[config.mk]
export PLATFORM = sky130hd
export DESIGN_NAME = fp_mul_norm_round
export DESIGN_NICKNAME = d
export VERILOG_FILES = /design/src/rtl/fp_mul_norm_round.sv
export SDC_FILE = /design/constraint.sdc
export NUM_CORES = 1
export LEC_CHECK = 0
export CAP_MARGIN = 30
export CORE_ASPECT_RATIO = 1.1
export CORE_MARGIN = 3
export CORE_UTILIZATION = 44
export CTS_CLUSTER_DIAMETER = 40
export CTS_CLUSTER_SIZE = 24
export DETAILED_ROUTE_END_ITERATION = 8
export GPL_TIMING_DRIVEN = 0
export HOLD_SLACK_MARGIN = 0.12
export PLACE_DENSITY = 0.78
export SETUP_SLACK_MARGIN = 0.3
export SYNTH_ARGS = -nofsm -noshare
export SYNTH_HDL_FRONTEND = slang
export SYNTH_SLANG_ARGS = --single-unit
[constraint.sdc]
create_clock -name in_clk -period 3.05 [get_ports in_clk]
set_input_delay 0.4575 -clock in_clk [delete_from_list [all_inputs] [get_ports in_clk]]
set_output_delay 0.4575 -clock in_clk [all_outputs]
set_load 0.01 [all_outputs]
[src/rtl/fp_mul_norm_round.sv]
// Normalise and round stage behind the 24x24 mantissa multiplier.
// Produces packed single-precision results through a 2-deep pipeline with valid/ready.
module fp_mul_norm_round #(
  parameter int EXP_W  = 8,
  parameter int MANT_W = 23
) (
  input  logic                    in_clk,
  input  logic                    in_rst,
  input  logic                    in_valid,
  output logic                    out_ready_up,
  input  logic                    in_sign,
  input  logic signed [EXP_W+1:0] in_exp,
  input  logic [2*MANT_W+1:0]     in_product,
  input  logic                    in_is_nan,
  input  logic                    in_is_inf,
  input  logic                    in_is_zero,
  output logic                    out_valid,
  input  logic                    in_ready,
  output logic [EXP_W+MANT_W:0]   out_result,
  output logic                    out_overflow,
  output logic                    out_underflow,
  output logic                    out_inexact
);

  localparam int PW = 2 * (MANT_W + 1);
  // One spare bit over the input exponent so the +1 adjustments never wrap.
  localparam int EW = EXP_W + 3;
  localparam logic signed [EW-1:0] EMAX = EW'((1 << EXP_W) - 1);

  logic en;
  assign en           = !out_valid || in_ready;
  assign out_ready_up = en;

  logic                 s1_valid;
  logic                 s1_sign;
  logic signed [EW-1:0] s1_e;
  logic [MANT_W-1:0]    s1_m;
  logic                 s1_g;
  logic                 s1_s;
  logic                 s1_uf;
  logic                 s1_nan;
  logic                 s1_inf;
  logic                 s1_zero;

  logic signed [EW-1:0] exp_ext;
  logic signed [EW-1:0] n1_e;
  logic [MANT_W-1:0]    n1_m;
  logic                 n1_g;
  logic                 n1_s;
  logic                 n1_uf;

  assign exp_ext = {in_exp[EXP_W+1], in_exp};

  always_comb begin
    n1_e  = exp_ext;
    n1_m  = '0;
    n1_g  = 1'b0;
    n1_s  = 1'b0;
    n1_uf = 1'b0;
    if (in_product[PW-1]) begin
      n1_m = in_product[PW-2 -: MANT_W];
      n1_g = in_product[PW-2-MANT_W];
      n1_s = |in_product[PW-3-MANT_W:0];
      n1_e = exp_ext + EW'(1);
    end else if (in_product[PW-2]) begin
      n1_m = in_product[PW-3 -: MANT_W];
      n1_g = in_product[PW-3-MANT_W];
      n1_s = |in_product[PW-4-MANT_W:0];
    end else begin
      n1_uf = 1'b1;
    end
  end

  logic                 round_up;
  logic [MANT_W:0]      sum;
  logic [MANT_W-1:0]    frac;
  logic signed [EW-1:0] e_r;
  logic [EXP_W+MANT_W:0] n2_res;
  logic                 n2_ov;
  logic                 n2_uf;
  logic                 n2_ix;

  // Round-to-nearest-even; a carry out of the fraction renormalises by one binade.
  always_comb begin
    round_up = s1_g && (s1_s || s1_m[0]);
    sum      = {1'b0, s1_m} + {{MANT_W{1'b0}}, round_up};
    frac     = sum[MANT_W] ? '0 : sum[MANT_W-1:0];
    e_r      = s1_e + EW'(sum[MANT_W]);
    n2_res   = {s1_sign, e_r[EXP_W-1:0], frac};
    n2_ov    = 1'b0;
    n2_uf    = 1'b0;
    n2_ix    = s1_g || s1_s;
    if (s1_nan) begin
      n2_res = {1'b0, {EXP_W{1'b1}}, 1'b1, {(MANT_W-1){1'b0}}};
      n2_ix  = 1'b0;
    end else if (s1_inf) begin
      n2_res = {s1_sign, {EXP_W{1'b1}}, {MANT_W{1'b0}}};
      n2_ix  = 1'b0;
    end else if (s1_zero) begin
      n2_res = {s1_sign, {(EXP_W+MANT_W){1'b0}}};
      n2_ix  = 1'b0;
    end else if (s1_uf || e_r[EW-1] || e_r == '0) begin
      n2_res = {s1_sign, {(EXP_W+MANT_W){1'b0}}};
      n2_uf  = 1'b1;
      n2_ix  = 1'b1;
    end else if (e_r >= EMAX) begin
      n2_res = {s1_sign, {EXP_W{1'b1}}, {MANT_W{1'b0}}};
      n2_ov  = 1'b1;
      n2_ix  = 1'b1;
    end
  end

  always_ff @(posedge in_clk) begin
    if (in_rst) begin
      s1_valid      <= 1'b0;
      s1_sign       <= 1'b0;
      s1_e          <= '0;
      s1_m          <= '0;
      s1_g          <= 1'b0;
      s1_s          <= 1'b0;
      s1_uf         <= 1'b0;
      s1_nan        <= 1'b0;
      s1_inf        <= 1'b0;
      s1_zero       <= 1'b0;
      out_valid     <= 1'b0;
      out_result    <= '0;
      out_overflow  <= 1'b0;
      out_underflow <= 1'b0;
      out_inexact   <= 1'b0;
    end else if (en) begin
      s1_valid      <= in_valid;
      s1_sign       <= in_sign;
      s1_e          <= n1_e;
      s1_m          <= n1_m;
      s1_g          <= n1_g;
      s1_s          <= n1_s;
      s1_uf         <= n1_uf;
      s1_nan        <= in_is_nan;
      s1_inf        <= in_is_inf;
      s1_zero       <= in_is_zero;
      out_valid     <= s1_valid;
      out_result    <= n2_res;
      out_overflow  <= n2_ov;
      out_underflow <= n2_uf;
      out_inexact   <= n2_ix;
    end
  end

endmodule

Figure 1. Routing congestion (run 1).
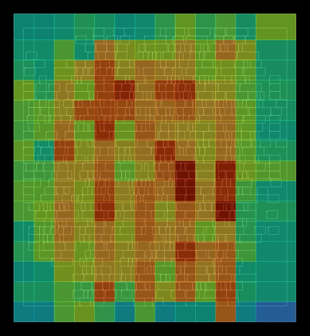
global-route total usage across every layer: 23.42%
met3 track utilization from global routing: 4.711%
final cell utilization of the core: 67.46%
fraction of met1 tracks used by global routing: 31.46%

Figure 2. Signal wires on met4 (run 1).
(4 px per um) Cells faint in the background.
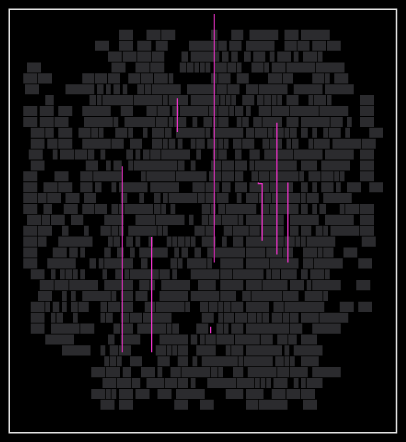
The wires run mostly vertical. The longest straight run is 61.9 um. The layer carries 214 um of wire.
Via Count: 4098
WL final: 11.78 mm

==> out/summary.log, run 1 <==
qor: yosys.synthArstFlopShare 0%
qor: worst_setup_path.cp_num_cells 11
qor: worst_setup_path.crit_slowest_cell dfxtp_1
qor: yosys.synth.largest_area_cell dfxtp_1
qor: cells_and_area.biggestRegsByFlops out_result: 32 flops, s1_m: 23 flops, s1_e: 11 flops
qor: worst_setup_path.crit_family simple AND/OR/NAND/NOR gates
qor: hold_path.worst_hold_startpoint out_result[8]
qor: clock_network.clock_pin_slew_worst_setup_and_hold_paths 0.08 ns
qor: yosys.synth-cells-yosys 477
qor: die.ioPinCount 103
qor: die.die_area 10180 sq um
qor: placed_design.portBuffers 101
qor: sta.timing.final.setup_violations 1
qor: pwr.finalPower 2.464 mW
qor: outcome.status finished, violations left
qor: yosys.yosysMostFrequentCell dfxtp_1
qor: pwr.peakVddDrop 0.2311 mV
qor: yosys.netlist_logic_family_top simple AND/OR/NAND/NOR gates
qor: route.routed_len_inst 16.20 um
qor: cells_and_area.filler_cell_count 712
qor: sta.final_setup_margin -0.01524 ns
qor: yosys.synth-edff-count 0
qor: placed_design.gpl.final_weighted_congestion 0.8378
qor: yosys.yosys_area 3960 sq um
qor: placed_design.pre_cts_ws -0.2625 ns
qor: yosys.synth_xor_xnor_area_share 7.299%
qor: yosys.fp_nets 548
qor: sta.grt_setup_unrepaired true
qor: outcome.failed_checks setup timing
qor: global_routing.global_route_total_overflow 0
qor: die.die_h 105.5 um
qor: worst_setup_path.setup.reg_to_reg.worst_slack -0.02 ns
qor: yosys.post_synth_num_cell_types 56
qor: worst_setup_path.setup.worst_path.start s1_m[11]
qor: route.viasPerCell 5.637
Figure 3. Signal wires by layer (run 1).
(4 px per um)
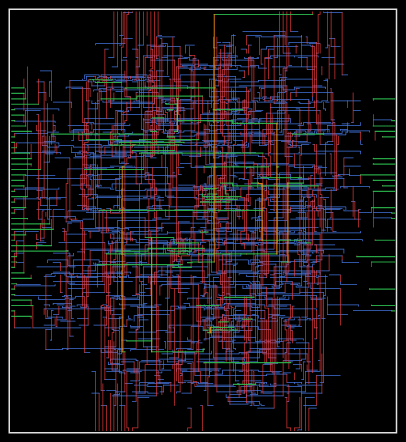
Red marks metal 2, wire length 5540 um. Blue marks metal 1, wire length 5160 um. Green marks metal 3, wire length 862 um. Orange marks metal 4, wire length 214 um.

-- run 1: metrics by stage --
step           utilization (%)  TNS (ns)  instance area [sq um]
2_1_floorplan                -         0                   4046
3_3_place_gp             60.54    -4.427                   5196
3_5_place_dp             60.54    -7.120                   5196
4_1_cts                  65.41         0                   5614
5_1_grt                  67.46   -0.6871                   5791
6_report                 67.46  -0.01524                   5791
-- run 1: timing repair --
action                     in CTS  in global routing
setup endpoints to repair      34                 35
gates cloned                    1                  0
pin swaps                      19                 17
resized                        24                 24
buffers inserted               13                  9
-- run 1: cell type report --
cell class / count / area [sq um] / share of cell area, %
plain buffers: 30 / 130.1 / 2.247
clock inverters: 6 / 87.58 / 1.513
inverters: 9 / 33.78 / 0.5834
repair buffers: 124 / 1206 / 20.83
multi-input cells: 360 / 2501 / 43.19
well taps: 111 / 138.9 / 2.398
clock buffers: 9 / 123.9 / 2.139
flip-flops and latches: 78 / 1569 / 27.10
-- run 1: worst min-delay path: cells and delay by family (launching register included) --
family	cells	cell delay, ns
flops	1	0.32
simple gates	1	0.06
compound gates	1	0.04
-- run 1: worst max path at each step --
stage / to / slack (ns)
final: out_inexact / -0.02
after floorplan: out_result[20] / 0.22
after global routing: out_inexact / -0.10
after detailed placement: out_result[20] / -0.26
after CTS: out_underflow / 0.04
after global placement: out_result[28] / -0.18
-- run 1: report_power, final --
group          internal, mW  switching [mW]  total, mW  leakage, nW
clock network         0.456           0.378      0.834        0.109
registers              1.08          0.0638       1.14        0.643
logic                 0.250           0.235      0.486         1.30
-- run 1: routing by layer --
layer  vias up  part of all wire (%)  track usage, %
li1       2016                     -               -
met1      1889                    44           31.46
met2       175                    47           37.57
met3        18                   7.3           4.711
met4         0                   1.8           7.014
met5         -                     0               0
Figure 4. Zoomed window (run 1).
Region (62, 16) to (82, 36) um. Cells in gray, sequential cells in the stronger gray; small squares are vias.
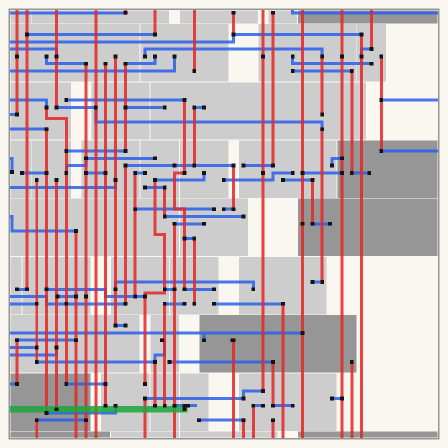

--- run 2 (diff from run 1) ---
ABC_CLOCK_PERIOD_IN_PS = 3050   (was not set)
CORE_UTILIZATION = 25   (was 44)
CTS_CLUSTER_SIZE = 16   (was 24)
PLACE_DENSITY = 0.5   (was 0.78)
Figure 5. Zoomed window (run 2).
Region (84, 24) to (104, 44) um. Cells in gray, sequential cells in the stronger gray; small squares are vias.
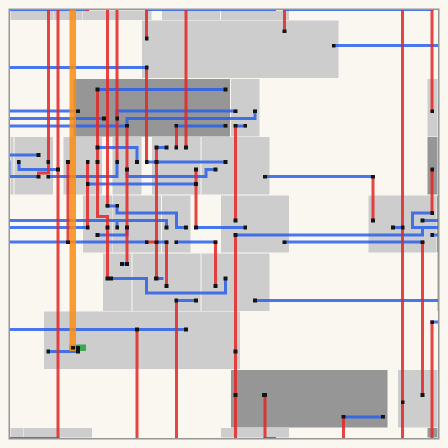
Red marks metal 2. Orange marks metal 4. Green marks metal 3. Blue marks metal 1.
Sequential cells in the window: 2. 19 logic cells have their middle in the window. Netlist names of flops here include out_result (1), s1_m (1). Most frequent: nor2_1 (3), xnor2_1 (3).

Figure 6. Routing congestion (run 2).
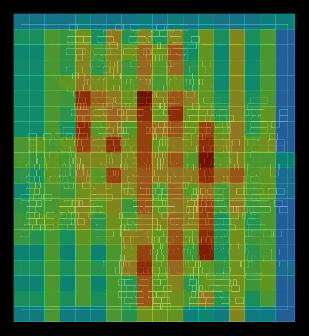
Most Used Layer, Global Route: met2
routed len/inst: 15.82 um
met3 track utilization from global routing: 2.701%

==> run 2 against run 1 <==
Net effect: sequential share of layout area is 0.44 points lower; the run now ends clean; power is 14% higher; sequential power hardly changed; largest cell class unchanged; critical path depth is 2 higher; clock power is 44% higher.
==> out/summary.log, run 2 <==
qor: cells_and_area.biggestRegsByFlops out_result: 32 flops, s1_m: 23 flops, s1_e: 11 flops [unchanged]
qor: pwr.switching_power 741.9 uW [was 677.5 uW]
qor: yosys.post_synth_num_cell_types 56 [unchanged]
qor: route.met3RoutedLength 561 um [was 862 um]
qor: route.postRouteWirelength 12.75 mm [was 11.78 mm]
qor: pwr.dominant_power_group the clock network [was sequential cells]
qor: die.die_h 138 um [was 105.5 um]
qor: sta.timing.final.max_slew_violations 0 [unchanged]
qor: die.ioPinCount 103 [unchanged]
qor: yosys.synth-cells-yosys 477 [unchanged]
qor: cells_and_area.multiInputGateArea 2420 sq um [was 2501 sq um]
qor: cells_and_area.regArea 1565 sq um [was 1569 sq um]
qor: sta.timing.final.crit_period 2.975 ns [was 3.065 ns]
qor: sta.setup-tns-final 0 ns [was -0.01524 ns]
qor: sta.layout_worst_path_cycle_share 97.53% [was 100.5%]
qor: outcome.status completed [was finished, violations left]
qor: global_routing.global_route_total_overflow 0 [unchanged]
qor: die.coreArea 15290 sq um [was 8583 sq um]
qor: pwr.peakVddDrop 0.2734 mV [was 0.2311 mV]
qor: die.cell_row_count 47 [was 35]
qor: global_routing.grt_first_pass_wirelength 20.68 mm [was 19.03 mm]
qor: pwr.powerClk 1.20 mW [was 834 uW]
qor: yosys.fp_nets 548 [unchanged]
qor: route.via_count 4015 [was 4098]
qor: clock_network.postCtsResizedCells 22 [was 24]
qor: cells_and_area.filler_cell_count 1638 [was 712]
qor: placed_design.dpl-instance-area 5303 sq um [was 5196 sq um]
qor: worst_setup_path.crit_slowest_cell or3_4 [was dfxtp_1]
qor: global_routing.use_met2 25.22% [was 37.57%]
qor: yosys.synth.largest_area_cell dfxtp_1 [unchanged]
qor: yosys.synthArstFlopShare 0% [unchanged]
qor: pwr.power_sequential 1.14 mW [about the same]
qor: route.met2RoutedLength 6.361 mm [was 5.540 mm]
qor: pwr.fraction_of_power_spent_switching_nets 26.42% [was 27.49%]
qor: global_routing.grt.total_usage 14.63% [was 23.42%]
qor: route.top_layer_used met4 [unchanged]
qor: route.met1_length 5.531 mm [was 5.164 mm]
qor: cells_and_area.area_delta_synth_final 48.28% [was 46.22%]
qor: worst_setup_path.crit_family simple AND/OR/NAND/NOR gates [unchanged]
qor: sta.max_slew.worst_pin.slew 0.6332 ns [was 0.7769 ns]
qor: pwr.seqPwrFrac 40.7% [was 46.4%]
qor: die.die_area 17390 sq um [was 10180 sq um]
qor: cells_and_area.max_flop_register out_result [unchanged]
qor: route.viasPerCell 4.981 [was 5.637]
qor: yosys.synth-edff-count 0 [unchanged]
qor: worst_setup_path.worstSetupStartpointType register [unchanged]
qor: cells_and_area.final_area 5872 sq um [was 5791 sq um]
qor: sta.finalHoldViolCount 0 [unchanged]
qor: placed_design.portBuffers 101 [unchanged]
qor: global_routing.first_global_vias 3999 [was 3967]
qor: placed_design.gpl.final_weighted_congestion 0.8409 [was 0.8378]
qor: yosys.yosys.area_share.adder 1.580% [unchanged]
qor: yosys.synth_xor_xnor_area_share 7.299% [unchanged]
qor: pwr.power_report.internal_total 2.066 mW [was 1.787 mW]
qor: sta.grt_setup_unrepaired true [unchanged]
qor: global_routing.groute.layer.met1.usage 17.79% [was 31.46%]
qor: route.drc 0 [unchanged]
qor: route.first_pass_iters 4 [was 5]
qor: clock_network.clock_pin_slew_worst_setup_and_hold_paths 0.06 ns [was 0.08 ns]
qor: sta.timing.final.setup_violations 0 [was 1]
qor: yosys.yosys_area 3960 sq um [unchanged]
qor: pwr.comb-power 467 uW [was 486 uW]
qor: yosys.yosysMostFrequentCell dfxtp_1 [unchanged]
qor: route.ant_nets 0 [unchanged]
qor: yosys.netlist_logic_family_top simple AND/OR/NAND/NOR gates [unchanged]
qor: clock_network.post_cts.repair.setup_buffers 15 [was 13]
qor: pwr.clock_power_share 42.6% [was 33.9%]
qor: pwr.comb_power_share 16.6% [was 19.7%]
qor: cells_and_area.final_core_util 38.40% [was 67.46%]
==> run 2: cell counts after synthesis <==
No cell type changed its count.
==> run 2: layout make-up <==
class	instances	area share, %
multi-input cells	360	41.21
flip-flops and latches	78	26.66
repair buffers	117	19.52
well taps	196	4.176
clock buffers	10	4.070
plain buffers	30	2.216
clock inverters	6	1.577
inverters	9	0.5753
==> run 2: logic make-up (layout without fill, tap and decap cells) <==
family                   after synthesis  in the layout
XOR/XNOR                              33             33
flip-flops                            78             78
buffers and inverters                 39            172
AND/OR/NAND/NOR                      212            212
AND-OR/OR-AND                        109            109
adder cells (fa/ha/maj)                5              5
multiplexers                           1              1
==> run 2: worst reg2reg max path: cells and delay by family, from the launching register on <==
family                     cells  cell delay (ns)
AOI/OAI and AO/OA              4             0.92
adders and majority gates      3             0.53
buffers and inverters          1             0.14
DFF                            1             0.32
and+or+nand+nor                5             0.95
==> run 2: path summary, 6_finish.rpt <==
kind / start / end / slack (ns) / cells after the start
hold / removal: out_result[13] / out_result[13] / 0.45 / 2
setup reg to reg: s1_s / out_inexact / 0.08 / 13
setup / recovery: s1_s / out_inexact / 0.08 / 13
hold reg to reg: out_result[13] / out_result[13] / 0.45 / 2
==> run 2: through the flow <==
| stage | cells | hold WS, ns | power [mW] | setup WS, ns |
|---|---|---|---|---|
| 4_1_cts | 806 | 0.4509 | 2.831 | 0.07093 |
| 3_5_place_dp | 774 | 0.4420 | 1.603 | -0.4336 |
| 6_report | 806 | 0.4485 | 2.808 | 0.07540 |
| 5_1_grt | 806 | 0.4726 | 2.935 | -0.04079 |
| 2_1_floorplan | 477 | 0.4320 | 1.380 | 0.2176 |
| 3_3_place_gp | 774 | 0.4399 | 1.596 | -0.3778 |
Figure 7. Signal wires by layer (run 2).
(3 px per um)
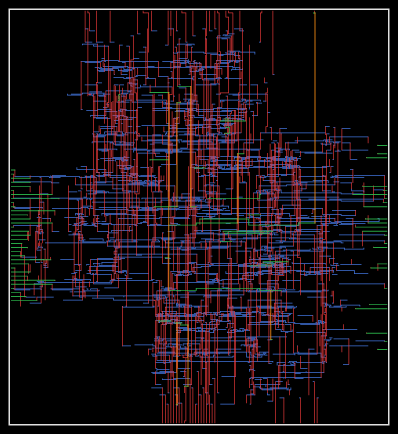

--- run 3 (diff from run 2) ---
PLACE_DENSITY = 0.6   (was 0.5)
TNS_END_PERCENT = 5   (was not set)
Figure 8. Signal wires by layer (run 3).
(3 px per um)
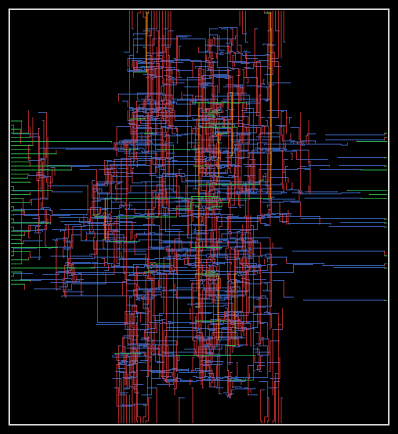
Orange marks metal 4, wire length 246 um. Blue marks metal 1, wire length 5750 um. Red marks metal 2, wire length 6440 um. Green marks metal 3, wire length 683 um.
WL final: 13.12 mm
Via Count: 4155

Figure 9. Routing congestion (run 3).
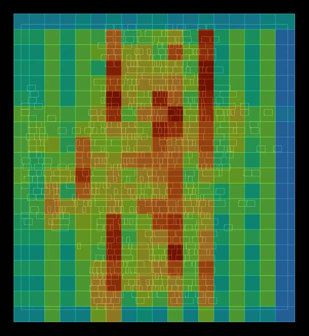
routed len/inst: 16.04 um
final cell utilization of the core: 39.27%
fraction of met1 tracks used by global routing: 17.85%
global-route total usage across every layer: 14.50%
met3 track utilization from global routing: 3.279%

==> run 3 against run 2 <==
Net effect: the flow now finishes with violations (setup timing); combinational power barely moved; final area rose by 2.3%; sequential power barely moved; worst hold slack improved by 0.0062 ns; non-clock buffer count rose by 12; synthesized cell count did not move; largest power group is now sequential cells; highest routed layer unchanged.
==> out/summary.log, run 3 <==
qor: pwr.comb-power 469 uW [was 467 uW]
qor: sta.timing.final.crit_period 3.088 ns [was 2.975 ns]
qor: pwr.powerClk 1.10 mW [was 1.20 mW]
qor: yosys.fp_nets 548 [unchanged]
qor: route.first_pass_iters 5 [was 4]
qor: sta.final_setup_margin -0.03780 ns [was 0.07540 ns]
qor: route.met1_length 5.750 mm [was 5.531 mm]
qor: worst_setup_path.crit_slowest_cell or3_4 [unchanged]
qor: placed_design.dpl-instance-area 5293 sq um [was 5303 sq um]
qor: pwr.finalPower 2.714 mW [was 2.808 mW]
qor: pwr.power_report.internal_total 1.998 mW [was 2.066 mW]
qor: yosys.synth.cells.most_frequent dfxtp_1, nand2_1, nor2_1, nor3_1, clkbuf_1 [unchanged]
qor: global_routing.globalRoute.busiestLayer met2 [unchanged]
qor: sta.timing.final.max_slew_violations 0 [unchanged]
qor: clock_network.post_cts.repair.setup_buffers 25 [was 15]
qor: yosys.synth-cells-yosys 477 [unchanged]
qor: cells_and_area.post_layout_nonfiller_instances 818 [was 806]
qor: pwr.clock_power_share 40.5% [was 42.6%]
qor: pwr.power_sequential 1.15 mW [was 1.14 mW]
qor: die.ioPinCount 103 [unchanged]
qor: clock_network.postCtsResizedCells 37 [was 22]
qor: sta.max_slew.worst_pin.slew 0.5962 ns [was 0.6332 ns]
qor: cells_and_area.filler_cell_count 1514 [was 1638]
qor: route.met2RoutedLength 6.439 mm [was 6.361 mm]
qor: placed_design.portBuffers 101 [unchanged]
qor: sta.worst_hold_slack 0.4547 ns [was 0.4485 ns]
qor: placed_design.gpl.final_weighted_congestion 0.8478 [was 0.8409]
qor: yosys.synth-edff-count 0 [unchanged]
qor: die.die_h 138 um [unchanged]
qor: pwr.switching_power 715.3 uW [was 741.9 uW]
qor: cells_and_area.biggestRegsByFlops out_result: 32 flops, s1_m: 23 flops, s1_e: 11 flops [unchanged]
qor: worst_setup_path.crit_family buffers and inverters [was simple AND/OR/NAND/NOR gates]
qor: clock_network.clock_pin_slew_worst_setup_and_hold_paths 0.06 ns [about the same]
qor: pwr.seqPwrFrac 42.2% [was 40.7%]
qor: outcome.failed_checks setup timing
qor: placed_design.placed_cells 774 [unchanged]
qor: yosys.yosys_area 3960 sq um [unchanged]
qor: route.top_layer_used met4 [unchanged]
qor: cells_and_area.max_flop_register out_result [unchanged]
qor: sta.timing.final.setup_violations 2 [was 0]
qor: yosys.post_synth_num_cell_types 56 [unchanged]
qor: sta.layout_worst_path_cycle_share 101.2% [was 97.53%]
qor: sta.finalHoldViolCount 0 [unchanged]
qor: yosys.synthArstFlopShare 0% [unchanged]
qor: pwr.fraction_of_power_spent_switching_nets 26.36% [was 26.42%]
qor: route.ant_nets 0 [unchanged]
qor: pwr.peakVddDrop 0.2605 mV [was 0.2734 mV]
qor: sta.setup-tns-final -0.06426 ns [was 0 ns]
qor: pwr.comb_power_share 17.3% [was 16.6%]
qor: global_routing.first_global_vias 4096 [was 3999]
qor: route.drc 0 [unchanged]
qor: yosys.yosysMostFrequentCell dfxtp_1 [unchanged]
qor: global_routing.global_route_total_overflow 0 [unchanged]
qor: cells_and_area.area_delta_synth_final 51.63% [was 48.28%]
qor: die.die_area 17390 sq um [unchanged]
qor: die.coreArea 15290 sq um [unchanged]
qor: route.met3RoutedLength 683 um [was 561 um]
qor: cells_and_area.final_area 6005 sq um [was 5872 sq um]
qor: outcome.status finished, violations left [was completed]
qor: global_routing.grt_first_pass_wirelength 20.91 mm [was 20.68 mm]
qor: yosys.flip_flop_and_latch_count_after_synthesis 78 [unchanged]
qor: pwr.dominant_power_group sequential cells [was the clock network]
qor: die.cell_row_count 47 [unchanged]
qor: yosys.synth.largest_area_cell dfxtp_1 [unchanged]
-- run 3: cell counts after synthesis --
No cell type changed its count.
-- run 3: cell type report --
| cell class | instances | area, sq um | share of cell area (%) |
|---|---|---|---|
| Tap cell | 196 | 245.2 | 4.084 |
| Buffer | 30 | 130.1 | 2.167 |
| Clock buffer | 11 | 252.7 | 4.209 |
| Multi-Input combinational cell | 360 | 2430 | 40.47 |
| Sequential cell | 78 | 1568 | 26.11 |
| Timing Repair Buffer | 129 | 1289 | 21.46 |
| Clock inverter | 5 | 56.30 | 0.9377 |
| Inverter | 9 | 33.78 | 0.5626 |
-- run 3: kinds of logic after synthesis --
family          count (synthesis)  share of synthesized area, %
simple gates                  212                         26.07
compound gates                109                         21.30
mux                             1                        0.2528
flops                          78                         39.43
fa+ha+maj                       5                         1.580
xor+xnor                       33                         7.299
buf+inv                        39                         4.076
-- run 3: final timing paths --
| path | depth (start not counted) | startpoint | to | slack, ns |
|---|---|---|---|---|
| worst max register to register | 20 | s1_m[0] | out_result[11] | -0.04 |
| worst max-delay path | 20 | s1_m[0] | out_result[11] | -0.04 |
| worst min-delay path | 2 | out_result[5] | out_result[5] | 0.45 |
| worst min register to register | 2 | out_result[5] | out_result[5] | 0.45 |
-- run 3: worst register-to-register path: stages (launching register included) --
cell,delay [ns]
dfxtp_2,0.35
o21a_1,0.14
ha_2,0.20
nand4_1,0.16
buf_4,0.19
buf_6,0.10
buf_6,0.10
buf_6,0.10
buf_6,0.10
buf_6,0.10
buf_6,0.10
buf_6,0.11
buf_6,0.11
buf_6,0.10
buf_6,0.10
buf_6,0.10
buf_6,0.10
buf_6,0.11
or3_4,0.38
xor2_1,0.15
o21ai_1,0.07
Power figures rest on the tool's default switching activity, not on a simulated workload.
